===== src/rtl/instr_sequencer.sv =====
// Instruction-side sequencer for the TB4004 core.
// Steps the eight-phase machine cycle, latches the OPR/OPA nibbles from the ROM bus,
// tracks two-word instructions and issues the one-cycle ALU/PC write strobes.
module instr_sequencer #(
  parameter logic [2:0] EXEC_PHASE = 3'd6,
  parameter logic [3:0] RESET_OP   = 4'h0
) (
  input  logic       clk,
  input  logic       rst_n,
  input  logic       stepEn,
  input  logic [3:0] romData,
  output logic [2:0] phase,
  output logic       secondWord,
  output logic [3:0] aluOp,
  output logic [3:0] aluSubOp,
  output logic [7:0] dataWord,
  output logic       aluEn,
  output logic       accWe,
  output logic       carryWe,
  output logic       regWe,
  output logic       pcInc,
  output logic       instrDone
);

  typedef enum logic [2:0] {
    A1 = 3'd0,
    A2 = 3'd1,
    A3 = 3'd2,
    M1 = 3'd3,
    M2 = 3'd4,
    X1 = 3'd5,
    X2 = 3'd6,
    X3 = 3'd7
  } phase_t;

  phase_t state;

  logic isTwoWord;
  logic finalCycle;
  logic execFire;
  logic decEn;
  logic decAcc;
  logic decCarry;
  logic decReg;

  assign phase = state;

  // JCN, JUN, JMS and ISZ always fetch a second word; opcode 2 only does for FIM (even OPA).
  assign isTwoWord = (aluOp == 4'h1) || (aluOp == 4'h4) || (aluOp == 4'h5) ||
                     (aluOp == 4'h7) || ((aluOp == 4'h2) && !aluSubOp[0]);

  // By X1 the OPR/OPA of the current instruction are already latched, so the decode is valid
  // for the exec and X3 phases of the first-word cycle as well as for the second-word cycle.
  assign finalCycle = secondWord || !isTwoWord;
  assign execFire   = stepEn && finalCycle && (phase == EXEC_PHASE);

  // Phase counter, opcode/operand latches and the second-word flag.
  always_ff @(posedge clk or negedge rst_n) begin
    if (!rst_n) begin
      state      <= A1;
      secondWord <= 1'b0;
      aluOp      <= RESET_OP;
      aluSubOp   <= 4'h0;
      dataWord   <= 8'h00;
    end else if (stepEn) begin
      state <= phase_t'(state + 3'd1);
      case (state)
        M1: begin
          if (secondWord) dataWord[7:4] <= romData;
          else            aluOp         <= romData;
        end
        M2: begin
          if (secondWord) dataWord[3:0] <= romData;
          else            aluSubOp      <= romData;
        end
        X3: begin
          if (secondWord)     secondWord <= 1'b0;
          else if (isTwoWord) secondWord <= 1'b1;
        end
        default: ;
      endcase
    end
  end

  // Which register-file/ACC/Carry writes the latched instruction needs when it executes.
  always_comb begin
    decEn    = 1'b0;
    decAcc   = 1'b0;
    decCarry = 1'b0;
    decReg   = 1'b0;
    case (aluOp)
      4'h6, 4'h7: begin
        decEn  = 1'b1;
        decReg = 1'b1;
      end
      4'h8, 4'h9: begin
        decEn    = 1'b1;
        decAcc   = 1'b1;
        decCarry = 1'b1;
      end
      4'hA, 4'hC, 4'hD: begin
        decEn  = 1'b1;
        decAcc = 1'b1;
      end
      4'hB: begin
        decEn  = 1'b1;
        decAcc = 1'b1;
        decReg = 1'b1;
      end
      4'hF: begin
        case (aluSubOp)
          4'h1, 4'h3, 4'hA: decCarry = 1'b1;
          4'h0, 4'h2, 4'h4, 4'h5, 4'h6, 4'h7, 4'h8, 4'h9, 4'hB: begin
            decEn    = 1'b1;
            decAcc   = 1'b1;
            decCarry = 1'b1;
          end
          4'hC: begin
            decEn  = 1'b1;
            decAcc = 1'b1;
          end
          4'hD: decEn = 1'b1;
          default: ;
        endcase
      end
      default: ;
    endcase
  end

  assign aluEn     = execFire && decEn;
  assign accWe     = execFire && decAcc;
  assign carryWe   = execFire && decCarry;
  assign regWe     = execFire && decReg;
  assign pcInc     = stepEn && (state == A3);
  assign instrDone = stepEn && finalCycle && (state == X3);

endmodule


===== config.mk =====
export PLATFORM = sky130hd
export DESIGN_NAME = instr_sequencer
export DESIGN_NICKNAME = d
export VERILOG_FILES = /design/src/rtl/instr_sequencer.sv
export SDC_FILE = /design/constraint.sdc
export NUM_CORES = 1
export LEC_CHECK = 0
export CORE_MARGIN = 2
export CORE_UTILIZATION = 46
export CTS_CLUSTER_SIZE = 12
export DETAILED_ROUTE_END_ITERATION = 8
export PLACE_DENSITY = 0.78
export SYNTH_ARGS = -nofsm -noshare
export SYNTH_HDL_FRONTEND = slang
export SYNTH_SLANG_ARGS = --single-unit
export TNS_END_PERCENT = 50

===== constraint.sdc =====
create_clock -name clk -period 1.9 [get_ports clk]
set_input_delay 0.285 -clock clk [delete_from_list [all_inputs] [get_ports clk]]
set_output_delay 0.285 -clock clk [all_outputs]
set_load 0.02 [all_outputs]

**Run 1: routing congestion**

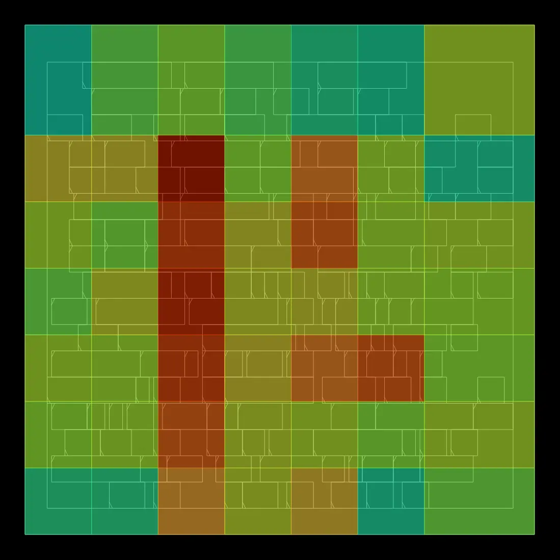
Layout Utilization: 0.756
overall global routing resource usage: 0.230
drt wl/cell: 15.9 microns
M2 GR Usage: 0.421
fraction of met3 tracks used by global routing: 0.0200

**Run 1: cell area per tile**

Bar = 20 microns. The die is cut into 11 by 11 equal tiles; black is low, pale yellow is high, 0 to 100% covered.
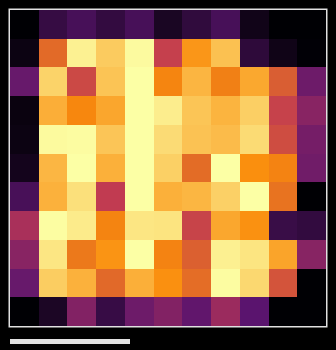
mean over tiles: 59%
fullest tile: 100%
nearly empty tiles: 7.4%

**Run 1: power grid**

Bar = 20 microns. Pins as bars on the die edge.
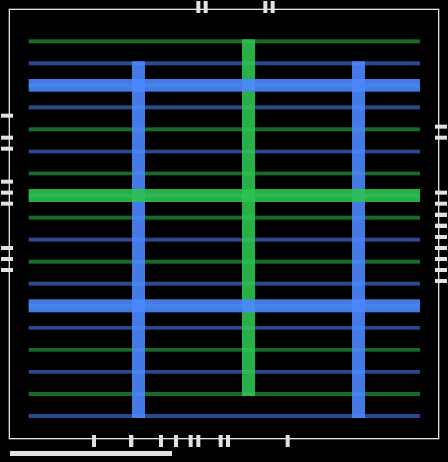
legend:
  VSS:
    color: blue
  VDD:
    color: green
met4 straps: 3
met1 rails: 18
rows: 17
signal pins: 33

==> run summary, run 1 <==
Quick summary of the implementation run below.

Summed over all combinational cells, the power is between 1.5 and 2 mW. The number of buffers added to fix hold violations after cts is 0. The most common logic cell in the final layout is sky130_fd_sc_hd__clkdlybuf4s50_1. The post-synthesis register bit count is 20. The script logs the ratio of routed vias to standard cells as 5.25. The number of cells traversed by the worst register-to-register path came out at 5. The total DRC errors in the routed layout came out at 0.

The placeable core region is about 2200 sq um. The synthesized area is 1100 sq um. The endpoint class of the critical path is an output port.

The sequential share of power is 0.263. In this run the deepest clock path goes through 2 buffers. The sequential-to-total area share from yosys stat came out at 0.457. The non-clock buffer contribution to total cell area came out at 0.297. In this run the post-CTS setup repair buffer count came out at 1. The portion of synthesized cell area occupied by the leading cell type is 0.457.

STA classifies the critical path startpoint as a register. The number of inserted filler cells in the final layout came out at between 150 and 200. The number of signal-net inverters in the final layout is 4. Clock-pin slew was measured on the worst setup and hold paths at 120 ps. The number of buffers inserted by port buffering came out at 32. The routing usage on met1 came out at 0.276. The standby leakage power came out at 0.775 nW. The final reports fail on negative setup slack. The clock tree from TritonCTS is done. The final design was reported to hold multi-input combinational gates totalling between 60 and 70. The worst clock skew came out at ~5.4 ps. Per STA, the endpoint of the critical path is regWe.

The cell occurring most often along the worst timing path is sky130_fd_sc_hd__buf_6. Across all layers, the routed design uses just over 900 vias. In the power breakdown, the biggest contributor is combinational logic.

The number of buffers and inverters on the critical path is 3. The net switching power is around 1.2 mW. The post-synth area from yosys stat is between 1000 and 1500 sq um.

The flop share of the area is 0.299. The arithmetic-cell share of the synthesized area counting full adders, half adders and majority gates came out at 0.0571. In the synthesized netlist, the cells that appear most often are sky130_fd_sc_hd__dfrtp_1, sky130_fd_sc_hd__mux2_2, sky130_fd_sc_hd__nand2_1, sky130_fd_sc_hd__ha_1. The final worst-path setup slack came out at -177 ps. The synthesis-to-finish area growth came out at 54.1%. Per the timing report, the most critical flop-to-flop path finishes at dataWord[6]. The portion of synthesized area spent on multiplexers is 0.175.

The total of cells resized after clock tree synthesis is 32. The most frequently used library cell after synthesis is sky130_fd_sc_hd__dfrtp_1. The count of endpoints failing hold in the final timing report came out at 0. The largest area contributor in the synthesized netlist is sky130_fd_sc_hd__dfrtp_1.

The minimum hold slack is 291 ps. In the final layout, the multi-input gates occupy 579 sq um. The worst slew slack as a fraction of its limit came out at 0.822.

Per the GRT congestion report, total overflow comes to 0. Of all the cell area in the finished design, the clock network holds 0.0311. The share of total power dissipated in the clock network is 0.118. The highest achievable clock rate is 0.481 GHz. The die extent in x is 52.8 microns. The combinational power share came out at 0.619. The floorplan core density came out at 0.491.

The final critical-path share of the clock period is 1.09. Signal routing reaches up to met4. In this run the most used layer during global routing was met2.

The final report lists the setup-violating endpoint count as 5. According to the timing report, the critical path is launched from aluOp[2]. Ranking logic cells in the layout by count gives the top entries sky130_fd_sc_hd__clkdlybuf4s50_1, sky130_fd_sc_hd__buf_4, sky130_fd_sc_hd__mux2_2, sky130_fd_sc_hd__dfrtp_1, sky130_fd_sc_hd__nand2_1.

The xor/xnor share of the synthesized area came out at 0.0160. On the critical path the data arrives at between 1500 and 2000 ps. The final critical path time including I/O delays and setup came out at between 2000 and 2500 ps. The number of clock buffers inserted by TritonCTS came out at 3.

The routed metal-1 wirelength came out at 1180 microns. The worst hold path belongs to the class input pin to asynchronous set/reset pin. The tree is rooted in a sky130_fd_sc_hd__clkbuf_4. The total instance count after detailed placement came out at 169. In this run the vertical extent of the chip is between 50 and 60 microns. The diode insertion count for antenna repair is 0. Per the synthesis report, the simple-gate share of the synthesized area is 0.144. The first-pass GRT wire length came out at between 4000 and 5000 microns. The cell internal power dissipation came out at about 1.8 mW.

The fraction of layout instances using a drive strength above 1 is 0.438. When the netlist entered floorplanning its net count stood at ~100. The worst-skew pair later-pin latency came out at 320 ps. The total clock network power came out at 0.357 mW. The flow ran to the end, but the final reports show violations.

The number of cells produced by synthesis is roughly 90. The total area of sequential cells came out at around 510 sq um. Listed in order, past its start point the critical path passes buf_6 > buf_6 > mux2_4 > a2111oi_4 > buf_4. The AND-OR/OR-AND share of the synthesized area came out at 0.112. The endpoint required time on the critical path is between 1500 and 2000 ps. The critical path in this run is classified as register to output port. Setup repair after global routing could not meet its margin everywhere. The switching power share of the total came out at 0.391.

The final instance area came out at between 1500 and 2000 sq um. Grouping non-sequential cells by family puts the most area in multiplexers. The number of top-level pins is 33. By area, multi-input combinational cells come first. The commonest register cell is sky130_fd_sc_hd__dfrtp_1. The post-synthesis area per instance is 12.2 sq um. The count of standard-cell rows came out at 17. The placer congestion estimate came out at 0.771.

The maximum vdd ir drop is ~1.1 mV. The number of max-slew violations in the final report came out at 0. The tap cell count is 28. The timing report attributes the biggest portion of critical-path delay to flip-flops. The post-synthesis async set-or-reset flop share came out at 1.00.

The startpoint of the worst register-to-register path is phase[1]. The count of cells in the finished layout, fillers not included, comes to 174. The ratio of total power to cell area came out at 1790 nW/um^2. The met3 wire length is approximately 77 microns. The number of warning messages in the yosys log came out at 0.

The combinational fraction of the cell area came out at 0.343. The routed wire length is ~2800 microns. The count of flip-flops and latches is 20.

The CTS H-tree depth is 1. The number of different library cells used by synthesis comes to 31. The worst slack at placement came out at -355 ps. The number of global-route vias before repair was between 900 and 1000. The largest registers in the layout are dataWord (8), aluOp (4), aluSubOp (4). dataWord holds more flip-flops than any other register. The clock buffer count in the final layout is 3. The number of nets still failing antenna checks after routing is 0. The iteration-0 DRC count of the detailed router came out at 8. On the worst path, the slowest cell contributes a delay of 460 ps. The post-detailed-placement half-perimeter wirelength came out at around 2000 microns. The total cell area at the placement stage is between 1500 and 2000 sq um. The number of warnings in the stage logs came out at 31.

In this run the worst path has a maximum fanout of 5. The slowest stage of the critical path belongs to the cell sky130_fd_sc_hd__dfrtp_2. The number of maximum-capacitance violations is 0. The first-pass detailed-route iteration total is 3. The initial antenna violation count came out at 0.
**Run 1: placement by cell class**

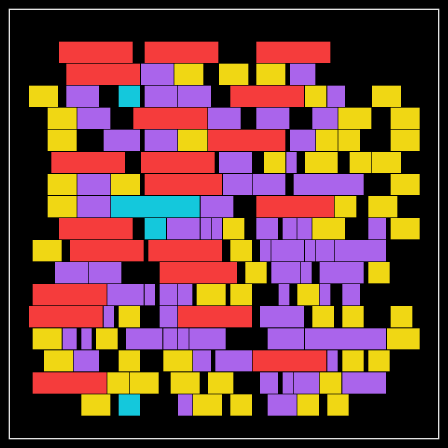

## Run 2: what changed since run 1
- CORE_ASPECT_RATIO: unset -> 0.75
- clock period: 1.9 -> 2.3 ns (I/O delays scaled with it)
**Run 2: placement by cell class**

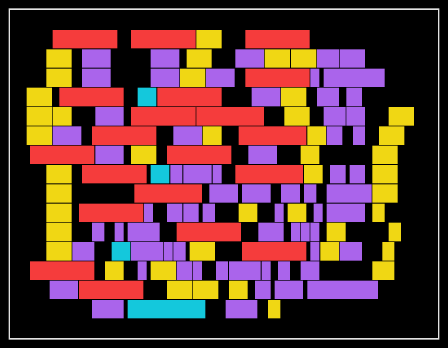
legend:
  clock drivers and dummy loads:
    color: cyan
    cells: 4
  remaining logic cells:
    color: purple
    cells: 66
  remaining buffers and delay cells:
    color: yellow
    cells: 43
  registers:
    color: red
    cells: 20

==> run summary, run 2 <==
Quick summary of the implementation run below.

The number of cells traversed by the worst register-to-register path is 5 (unchanged). The first-pass detailed-route iteration total came out at 4 (+1). The count of endpoints failing hold in the final timing report is 0 (unchanged).

The endpoint identified for the worst register-to-register timing path is dataWord[5]. The number of warnings in the stage logs came out at 29 (-6.5%). The post-detailed-placement half-perimeter wirelength is 1890 microns (-7.8%).

The post-synthesis area per instance is 12.2 sq um (unchanged). The count of flip-flops and latches came to 20 (unchanged). The tally of non-filler cells in the final layout is 167 (-4.0%). The most numerous logic cell after layout is sky130_fd_sc_hd__clkdlybuf4s50_1. The total cell area at the placement stage came out at 1510 sq um (-5.5%). The longest individual stage delay on the worst path came out at 460 ps (about the same). The largest registers in the layout are dataWord (8), aluOp (4), aluSubOp (4).

The count of standard-cell rows came to 15 (-2). The met3 wire length is 112 microns (+45%). The AND-OR/OR-AND share of the synthesized area came to 0.112 (unchanged). The most utilized layer in the global route result is met2. The first-pass GRT wire length is 4120 microns (-10%). The met3 global-route usage is 0.0281 (+0.00809). The synthesized area came to 1100 sq um (unchanged). The initial antenna violation count is 0 (unchanged). The placer congestion estimate came to 0.841 (+9.0%). The clock buffer count in the final layout came to 3 (unchanged).

The setup path with the least slack is of type register to output port. The endpoint required time on the critical path was 1960 ps (+340 ps). By count the netlist is led by sky130_fd_sc_hd__dfrtp_1, sky130_fd_sc_hd__mux2_2, sky130_fd_sc_hd__nand2_1, sky130_fd_sc_hd__ha_1. Per the cell usage report, the commonest logic cells after layout are sky130_fd_sc_hd__clkdlybuf4s50_1, sky130_fd_sc_hd__mux2_2, sky130_fd_sc_hd__dfrtp_1, sky130_fd_sc_hd__buf_4, sky130_fd_sc_hd__nand2_1. The final critical-path share of the clock period came out at 0.955. The simple logic cell fraction of the synthesized area is 0.144 (unchanged). The total clock network power came to 0.287 mW (-20%).

The post-synthesis mux area share came out at 0.175 (unchanged). The clock tree from TritonCTS is done. The detailed-route vias per instance is 5.16 (-1.6%). The fraction of layout instances using a drive strength above 1 came out at 0.346 (-0.0925).

In this run the top signal layer used is met4. The post-synthesis register bit count was 20 (unchanged). The switching power share of the total is 0.399 (+0.00833). The combinational fraction of the cell area came out at 0.356 (+0.0133). The final-layout clock-cell area share came out at 0.0339 (+0.00281). The routed metal-1 wirelength is 1120 microns (-4.7%).

The run finished with clean final reports. The maximum vdd ir drop is 0.841 mV (-24%). The highest achievable clock rate came out at roughly 0.46 GHz. The iteration-0 DRC count of the detailed router came out at 27 (+19). The placeable core region is 2270 sq um (+1.7%). The total DRC errors in the routed layout came to 0 (unchanged). The final worst-path setup slack is 104 ps (+281 ps). The maximum fanout along the worst path came out at 6 (+1). The clock share of power was 0.129 (+0.011). The cell internal power dissipation came out at 1.34 mW (-27%).

The vertical extent of the die came out at 46.3 microns (-12%). The count of different cell masters after synthesis was 31 (unchanged). Setup repair after global routing left no endpoint under its margin.

The number of warning messages in the yosys log is 0 (unchanged). The count of multi-input combinational gates was 62 (unchanged). The post-synthesis async set-or-reset flop share came to 1.00 (unchanged).

The worst endpoint data arrival time is 1850 ps (+60 ps). The worst-skew pair later-pin latency came out at 300 ps (-20 ps). The top power consumer group is combinational logic. The number of signal-net inverters in the final layout is 4 (unchanged). The worst clock skew is 1.61 ps (-3.80 ps). The synthesis-to-finish area growth is 41.3%. The worst setup path is launched from a register. The portion of synthesized cell area occupied by the leading cell type is 0.457 (unchanged).

The most used flip-flop cell after synthesis is sky130_fd_sc_hd__dfrtp_1. The sequential share of power was 0.314 (+0.051). The final critical path time including I/O delays and setup is 2200 ps.

The area of the multi-input gates is 552 sq um (-4.8%). The standby leakage power is 0.701 nW (-9.6%). The CTS H-tree depth came out at 1 (unchanged). The most frequent cell after synthesis is sky130_fd_sc_hd__dfrtp_1. The final standard cell utilization of the core came out at 0.682 (-0.0742).

The combinational power share is 0.558 (-0.061).
**Run 2: port wiring**

Bar = 20 microns.
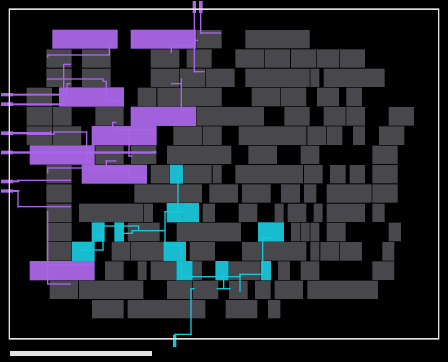

## Run 3: what changed since run 2
- CORE_MARGIN: 2 -> 4
**Run 3: port wiring**

Bar = 20 microns.
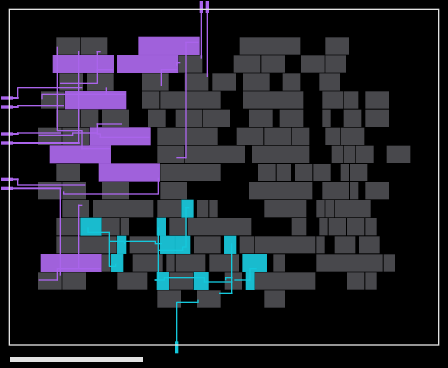
legend:
  dataWord:
    color: purple
    bits: 8
    direction: output
    end_cells: 8
    buffers: 8
    wire: 236 microns
  stepEn:
    color: cyan
    bits: 1
    direction: input
    end_cells: 12
    buffers: 2
    wire: 75.6 microns

==> run summary, run 3 <==
Quick summary of the implementation run below.

The number of warning messages in the yosys log came out at 0 (unchanged). For reference, the most critical setup path is categorized as register to output port. The sequential share of power came out at 0.334 (+0.020). The first-pass GRT wire length came out at 4060 microns (-1.5%).

The commonest cells after synthesis are sky130_fd_sc_hd__dfrtp_1, sky130_fd_sc_hd__mux2_2, sky130_fd_sc_hd__nand2_1, sky130_fd_sc_hd__ha_1. The post-synthesis area per instance is 12.2 sq um (unchanged). The worst clock skew came out at 5.38 ps (+3.77 ps).

The fraction of layout instances using a drive strength above 1 is 0.318 (-0.0277). The maximum fanout along the worst path is 9 (+3). The switching power share of the total is 0.420 (+0.0208).

The endpoint required time on the critical path is 1960 ps (about the same). The final critical path time including I/O delays and setup came out at 2160 ps (-35.6 ps). The met3 global-route usage came out at 0.0313 (+0.00323). The post-synthesis register bit count came out at 20 (unchanged). The simple logic cell fraction of the synthesized area came out at 0.144 (unchanged). The final worst-path setup slack was 140 ps (+35.6 ps). The final critical-path share of the clock period came out at 0.939 (-0.0155). The total clock network power came out at 0.159 mW (-45%). The synthesized area was 1100 sq um (unchanged). The registers reported with the highest flop counts are dataWord (8), aluOp (4), aluSubOp (4). The count of multi-input combinational gates is 62 (unchanged). The startpoint type of the worst setup path is a register. The final-layout clock-cell area share was 0.0148 (-0.0191). Per the cell usage report, the commonest logic cells after layout are sky130_fd_sc_hd__clkdlybuf4s50_1, sky130_fd_sc_hd__dfrtp_1, sky130_fd_sc_hd__mux2_2, sky130_fd_sc_hd__buf_4, sky130_fd_sc_hd__nand2_1. The post-detailed-placement half-perimeter wirelength was 1900 microns (+0.79%).

The routed metal-1 wirelength came out at 1150 microns (+2.3%). The post-synthesis mux area share is 0.175 (unchanged). The most numerous logic cell after layout is sky130_fd_sc_hd__clkdlybuf4s50_1. The clock buffer count in the final layout was 3 (unchanged).

The number of flip-flops under the largest register name is 8. The worst flop-to-flop path endpoint is dataWord[5]. The aggregate global routing overflow came out at 0. The standby leakage power is 0.691 nW (-1.3%). The worst-skew pair later-pin latency is 290 ps (about the same). More flip-flops sit in one register than any other, and that register is dataWord.

The combinational power share was 0.590 (+0.032). The final standard cell utilization of the core was 0.664 (-0.0182). The clock tree from TritonCTS is done. The number of warnings in the stage logs is 29 (unchanged). The global routing stage identified its most utilized layer as met2.

The top power consumer group is combinational logic. The maximum vdd ir drop was 0.741 mV (-12%). The worst endpoint data arrival time came out at 1820 ps (-30 ps). In this run the top signal layer used is met3. The combinational fraction of the cell area came out at 0.363 (+0.00674).

The cell sequence reported for the critical path is nor4b_4 > a211o_4 > a2111oi_4 > buf_2. The run finished with clean final reports. Yosys instantiated no cell more often than sky130_fd_sc_hd__dfrtp_1. The AND-OR/OR-AND share of the synthesized area is 0.112 (unchanged). The count of endpoints failing hold in the final timing report came out at 0 (unchanged).

The area of the multi-input gates came out at 552 sq um (unchanged). The met2 capacity usage during global routing came out at 0.283. The post-synthesis async set-or-reset flop share was 1.00 (unchanged).

The clock share of power came out at 0.076 (-0.053). The area growth from synthesis to layout is 38.7%. The placer congestion estimate is 0.772 (-8.2%). The detailed-route vias per instance came to 5.12 (-0.80%). Setup repair after global routing left no endpoint under its margin. The net switching power came out at around 0.9 mW.

The number of top-level pins is 33. The highest achievable clock rate is 0.463 GHz (+1.6%). The total DRC errors in the routed layout is 0 (unchanged). The total cell area at the placement stage came out at 1510 sq um (unchanged). The final instance area came out at about 1500 sq um.

The main flop type after synthesis is sky130_fd_sc_hd__dfrtp_1. The longest individual stage delay on the worst path is 480 ps (+20 ps). The count of different cell masters after synthesis is 31 (unchanged). The vertical extent of the die was 50.3 microns (+8.6%).

The cell family contributing the most delay on the critical path is AND-OR/OR-AND gates. The iteration-0 DRC count of the detailed router is 66 (+140%). The initial antenna violation count is 0 (unchanged). The count of standard-cell rows came to 15 (unchanged).
Power figures rest on the tool's default switching activity, not on a simulated workload.
